--- src/rtl/fir_decimator_if.sv ---
// Sample/handshake/status bundle between the FIR decimator and its neighbours.
// The slave modport is the decimator; the master modport is the surrounding logic.
interface fir_decimator_if #(
    parameter int unsigned DEPTH   = 16,
    parameter int unsigned DECIM_W = 8
);
    localparam int unsigned LVL_W = $clog2(DEPTH) + 1;

    logic [DECIM_W-1:0] decim;
    logic signed [17:0] in;
    logic               valid_in;
    logic signed [17:0] out;
    logic               valid_out;
    logic               ready_in;
    logic [LVL_W-1:0]   level;
    logic               overflow;
    logic               ovf_clr;
    logic [15:0]        drop_cnt;

    modport master (
        output decim, in, valid_in, ready_in, ovf_clr,
        input  out, valid_out, level, overflow, drop_cnt
    );

    modport slave (
        input  decim, in, valid_in, ready_in, ovf_clr,
        output out, valid_out, level, overflow, drop_cnt
    );
endinterface

--- src/rtl/fir_decimator.sv ---
// Keeps one FIR sample in every r, buffers kept samples in a first-word-fall-through
// FIFO and reports level, sticky overflow and a saturating drop count.
module fir_decimator #(
    parameter int unsigned DEPTH   = 16,
    parameter int unsigned DECIM_W = 8
) (
    input  logic          clk,
    input  logic          reset,
    fir_decimator_if.slave bus
);
    localparam int unsigned AW    = $clog2(DEPTH);
    localparam int unsigned LVL_W = AW + 1;
    localparam int unsigned DW    = 18;

    logic signed [DW-1:0] r_mem [DEPTH];
    logic [AW-1:0]        r_wr_ptr;
    logic [AW-1:0]        r_rd_ptr;
    logic [LVL_W-1:0]     r_level;
    logic [DECIM_W-1:0]   r_phase;
    logic [DECIM_W-1:0]   r_ratio;
    logic signed [DW-1:0] r_out;
    logic                 r_valid_out;
    logic                 r_overflow;
    logic [15:0]          r_drop_cnt;

    logic [DECIM_W-1:0]   w_decim_eff;
    logic [DECIM_W-1:0]   w_ratio;
    logic                 w_wrap;
    logic                 w_keep;
    logic                 w_full;
    logic                 w_pop;
    logic                 w_write;
    logic                 w_drop;
    logic [AW-1:0]        w_rd_ptr_inc;
    logic [LVL_W-1:0]     w_level_next;
    logic signed [DW-1:0] w_head_next;

    // A zero ratio register means "not yet captured since reset": use decim directly.
    assign w_decim_eff  = (bus.decim == '0) ? DECIM_W'(1) : bus.decim;
    assign w_ratio      = (r_ratio == '0) ? w_decim_eff : r_ratio;
    assign w_wrap       = bus.valid_in && (r_phase == (w_ratio - DECIM_W'(1)));
    assign w_keep       = bus.valid_in && (r_phase == '0);

    assign w_full       = (r_level == LVL_W'(DEPTH));
    assign w_pop        = r_valid_out && bus.ready_in;
    assign w_write      = w_keep && (!w_full || w_pop);
    assign w_drop       = w_keep && w_full && !w_pop;
    assign w_rd_ptr_inc = r_rd_ptr + AW'(1);
    assign w_level_next = r_level + LVL_W'(w_write) - LVL_W'(w_pop);

    // Head of FIFO after this edge; bypasses the incoming sample when the FIFO drains to it.
    always_comb begin
        w_head_next = r_out;
        if (w_pop) begin
            if (r_level > LVL_W'(1)) begin
                w_head_next = r_mem[w_rd_ptr_inc];
            end else if (w_write) begin
                w_head_next = bus.in;
            end
        end else if ((r_level == '0) && w_write) begin
            w_head_next = bus.in;
        end
    end

    always_ff @(posedge clk) begin
        if (w_write) begin
            r_mem[r_wr_ptr] <= bus.in;
        end
    end

    always_ff @(posedge clk or negedge reset) begin
        if (!reset) begin
            r_phase     <= '0;
            r_ratio     <= '0;
            r_wr_ptr    <= '0;
            r_rd_ptr    <= '0;
            r_level     <= '0;
            r_out       <= '0;
            r_valid_out <= 1'b0;
            r_overflow  <= 1'b0;
            r_drop_cnt  <= '0;
        end else begin
            if ((r_ratio == '0) || w_wrap) begin
                r_ratio <= w_decim_eff;
            end
            if (bus.valid_in) begin
                r_phase <= w_wrap ? '0 : (r_phase + DECIM_W'(1));
            end
            if (w_write) begin
                r_wr_ptr <= r_wr_ptr + AW'(1);
            end
            if (w_pop) begin
                r_rd_ptr <= w_rd_ptr_inc;
            end
            r_level     <= w_level_next;
            r_valid_out <= (w_level_next != '0);
            r_out       <= w_head_next;
            // A drop in the same cycle as a clear leaves a fresh count of one.
            if (w_drop) begin
                r_overflow <= 1'b1;
                if (bus.ovf_clr) begin
                    r_drop_cnt <= 16'd1;
                end else if (r_drop_cnt != 16'hFFFF) begin
                    r_drop_cnt <= r_drop_cnt + 16'd1;
                end
            end else if (bus.ovf_clr) begin
                r_overflow <= 1'b0;
                r_drop_cnt <= '0;
            end
        end
    end

    assign bus.out       = r_out;
    assign bus.valid_out = r_valid_out;
    assign bus.level     = r_level;
    assign bus.overflow  = r_overflow;
    assign bus.drop_cnt  = r_drop_cnt;
endmodule

--- src/flat_wrapper.sv ---
// flat-port wrapper written by rule: the top's interface ports become plain ports
module fir_decimator_flat 
#(
    parameter int unsigned DEPTH   = 16,
    parameter int unsigned DECIM_W = 8
)
  (clk, reset, bus_decim, bus_in, bus_valid_in, bus_ready_in, bus_ovf_clr, bus_out, bus_valid_out, bus_level, bus_overflow, bus_drop_cnt);
  fir_decimator_if #(.DEPTH(DEPTH), .DECIM_W(DECIM_W)) bus_i ();
  input  logic clk;
  input  logic reset;
  input wire logic [$bits(bus_i.decim)-1:0] bus_decim;
  input wire logic [$bits(bus_i.in)-1:0] bus_in;
  input wire logic [$bits(bus_i.valid_in)-1:0] bus_valid_in;
  input wire logic [$bits(bus_i.ready_in)-1:0] bus_ready_in;
  input wire logic [$bits(bus_i.ovf_clr)-1:0] bus_ovf_clr;
  output wire logic [$bits(bus_i.out)-1:0] bus_out;
  output wire logic [$bits(bus_i.valid_out)-1:0] bus_valid_out;
  output wire logic [$bits(bus_i.level)-1:0] bus_level;
  output wire logic [$bits(bus_i.overflow)-1:0] bus_overflow;
  output wire logic [$bits(bus_i.drop_cnt)-1:0] bus_drop_cnt;
  assign bus_i.decim = bus_decim;
  assign bus_i.in = bus_in;
  assign bus_i.valid_in = bus_valid_in;
  assign bus_i.ready_in = bus_ready_in;
  assign bus_i.ovf_clr = bus_ovf_clr;
  assign bus_out = bus_i.out;
  assign bus_valid_out = bus_i.valid_out;
  assign bus_level = bus_i.level;
  assign bus_overflow = bus_i.overflow;
  assign bus_drop_cnt = bus_i.drop_cnt;
  fir_decimator #(.DEPTH(DEPTH), .DECIM_W(DECIM_W)) u_core (.clk(clk), .reset(reset), .bus(bus_i));
endmodule
--- config.mk ---
export PLATFORM = sky130hd
export DESIGN_NAME = fir_decimator_flat
export DESIGN_NICKNAME = d
export VERILOG_FILES = /design/src/rtl/fir_decimator_if.sv /design/src/rtl/fir_decimator.sv /design/src/flat_wrapper.sv
export SDC_FILE = /design/constraint.sdc
export NUM_CORES = 1
export LEC_CHECK = 0
export CAP_MARGIN = 20
export CORE_MARGIN = 2
export CORE_UTILIZATION = 60
export DETAILED_ROUTE_END_ITERATION = 12
export PLACE_DENSITY = 0.83
export SETUP_SLACK_MARGIN = 0.02
export SLEW_MARGIN = 20
export SYNTH_ARGS = -nofsm -noshare
export SYNTH_HDL_FRONTEND = slang
export SYNTH_SLANG_ARGS = --single-unit
export TNS_END_PERCENT = 100
--- constraint.sdc ---
create_clock -name clk -period 4.85 [get_ports clk]
set_input_delay 0.97 -clock clk [delete_from_list [all_inputs] [get_ports clk]]
set_output_delay 0.97 -clock clk [all_outputs]
set_load 0.02 [all_outputs]
Figure 1. Pin placement.
Bar = 50 um. Pins as bars across the die edge, other pins in grey.
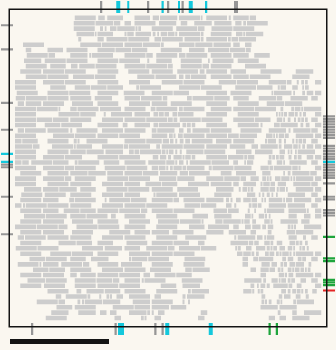
Key: red = reset [pins 1, direction input, edge right]; cyan = bus_out [pins 18, direction output, edge 8 top, 7 bottom, 2 left, 1 right]; green = bus_decim [pins 8, direction input, edge 6 right, 2 bottom]
All pins by edge: 35 right, 14 top, 13 bottom, 10 left.

==> results.env <==
STATUS='complete, no violations'
HPWLAFTERDP_MM=18.28
YOSYS.STAT.SEQSHARE=0.7000
CRIT_PATH_REQUIRED_TIME_NS=5.24
CLOCK_PATH_BUFFERS=3
GLOBAL_ROUTE.USAGE.MET3=0.03357
FP.DIEW_UM=160.4
LOGIC_AREA_MM2=0.004243
N_SEQUENTIAL_CELL=353
FINAL_HOLD_VIOL_COUNT=0
SYN_NETS=867
NUMBER_OF_NON_CLOCK_BUFFERS_IN_THE_LAYOUT=99
WORST_R2R_PATH_DEPTH=15
FINISH.INSTANCE_AREA_MM2=0.01711
UPPERMOST_SIGNAL_ROUTING_LAYER_AFTER_DETAILED_ROUTING='met4'
POST-CTS-SETUP-BUFFER-COUNT=0
TIMING.CRITICAL_PATH.CELLS='clkdlybuf4s50_1, nor4b_1, nand2_1, a21oi_2, ha_1, inv_1, fa_1, nor2_1, nor2_1, nor2_1, nor2_1, xor2_1, nor2_1, or4b_2'
TIMING.CRITICAL_PATH.FROM_TYPE='input port'
YOSYS-STAT-AREA_MM2=0.01468
CORE_AREA_MM2=0.02418
PORT-BUFFER-COUNT=71
UTILIZATION=0.7079
SETUP_VIOLS_FINAL=0
SETUP_CRIT_START='bus_valid_in'
ROUTED-WL-MET3_MM=1.960
NETLIST_TOP_CELLS_COUNT='edfxtp_1 (288), mux4_2 (90), dfrtp_1 (65)'
PLACEDCELLCOUNT=1209
ROUTABILITYCONGESTION=0.8782
FINAL_LAYOUT_TOP_LOGIC_CELLS='edfxtp_1 (288), mux4_2 (90), clkdlybuf4s50_1 (70)'
WORST_REG2REG_SETUP_SLACK_NS=1.31
WORSTPATHBUFFERINVERTERCOUNT=2
SYNTH_AREA_LEADER_CELL='edfxtp_1'
SEQCELLAREA_MM2=0.01028
RELATIVE_SLEW_SLACK=0.2691
BUF_SHARE=0.05366
WL_MET1_MM=12.82
FINAL.CLKBUF_COUNT=55
FP-ROW-COUNT=57
FINAL.SIGNAL_INVERTER_COUNT=21
LAYOUT_TOP_CELL='edfxtp_1'
CLK_SHARE=0.06953
POWERDENSITY_mW_PER_MM2=590.4
PATH_MAX_FANOUT=9
CRIT_PATH_DEPTH=14
Figure 2. Signal metal coverage by tile.
The die is cut into 32 by 32 equal tiles; white is low, dark blue is high, scaled to the fullest tile. Values are wire area over tile area, all layers added.
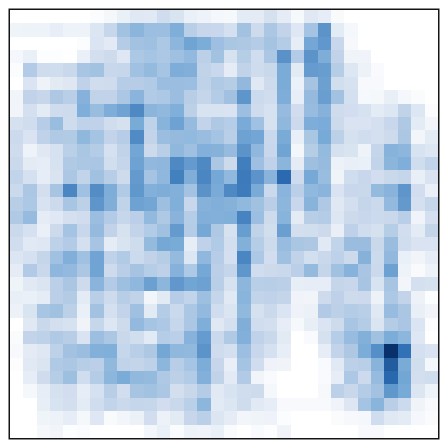
The emptiest ninth of the die: top right. The densest ninth of the die: middle. 9.3% of the tiles are nearly empty.
global-route usage over all layers: 0.2585
total via count after detailed routing: 8006
routed length per instance: 25.13 um
wire length reported by the detailed router: 32.09 mm

sequential cells by signal (all words and copies together), names as in the netlist:
register	count
u_core.bus.valid_out	1
u_core.r_mem	288
u_core.bus.overflow	1
u_core.r_phase	8
u_core.r_rd_ptr	4
u_core.r_ratio	8
u_core.r_wr_ptr	4
u_core.bus.drop_cnt	16
u_core.bus.out	18
u_core.bus.level	5
stage by stage:
stage,setup WS (ns),total power [mW]
detailed placement,0.4750,7.412
global route,0.7246,10.55
finish,1.010,10.10
floorplan,1.116,6.379
global placement,0.6273,7.328
CTS,1.019,10.18
power breakdown:
part	internal, mW	switching, mW
registers	3.51	0.292
logic	1.82	1.76
clock network	1.57	1.15
total	6.90	3.21
Power is estimated from default activity; no workload was simulated.
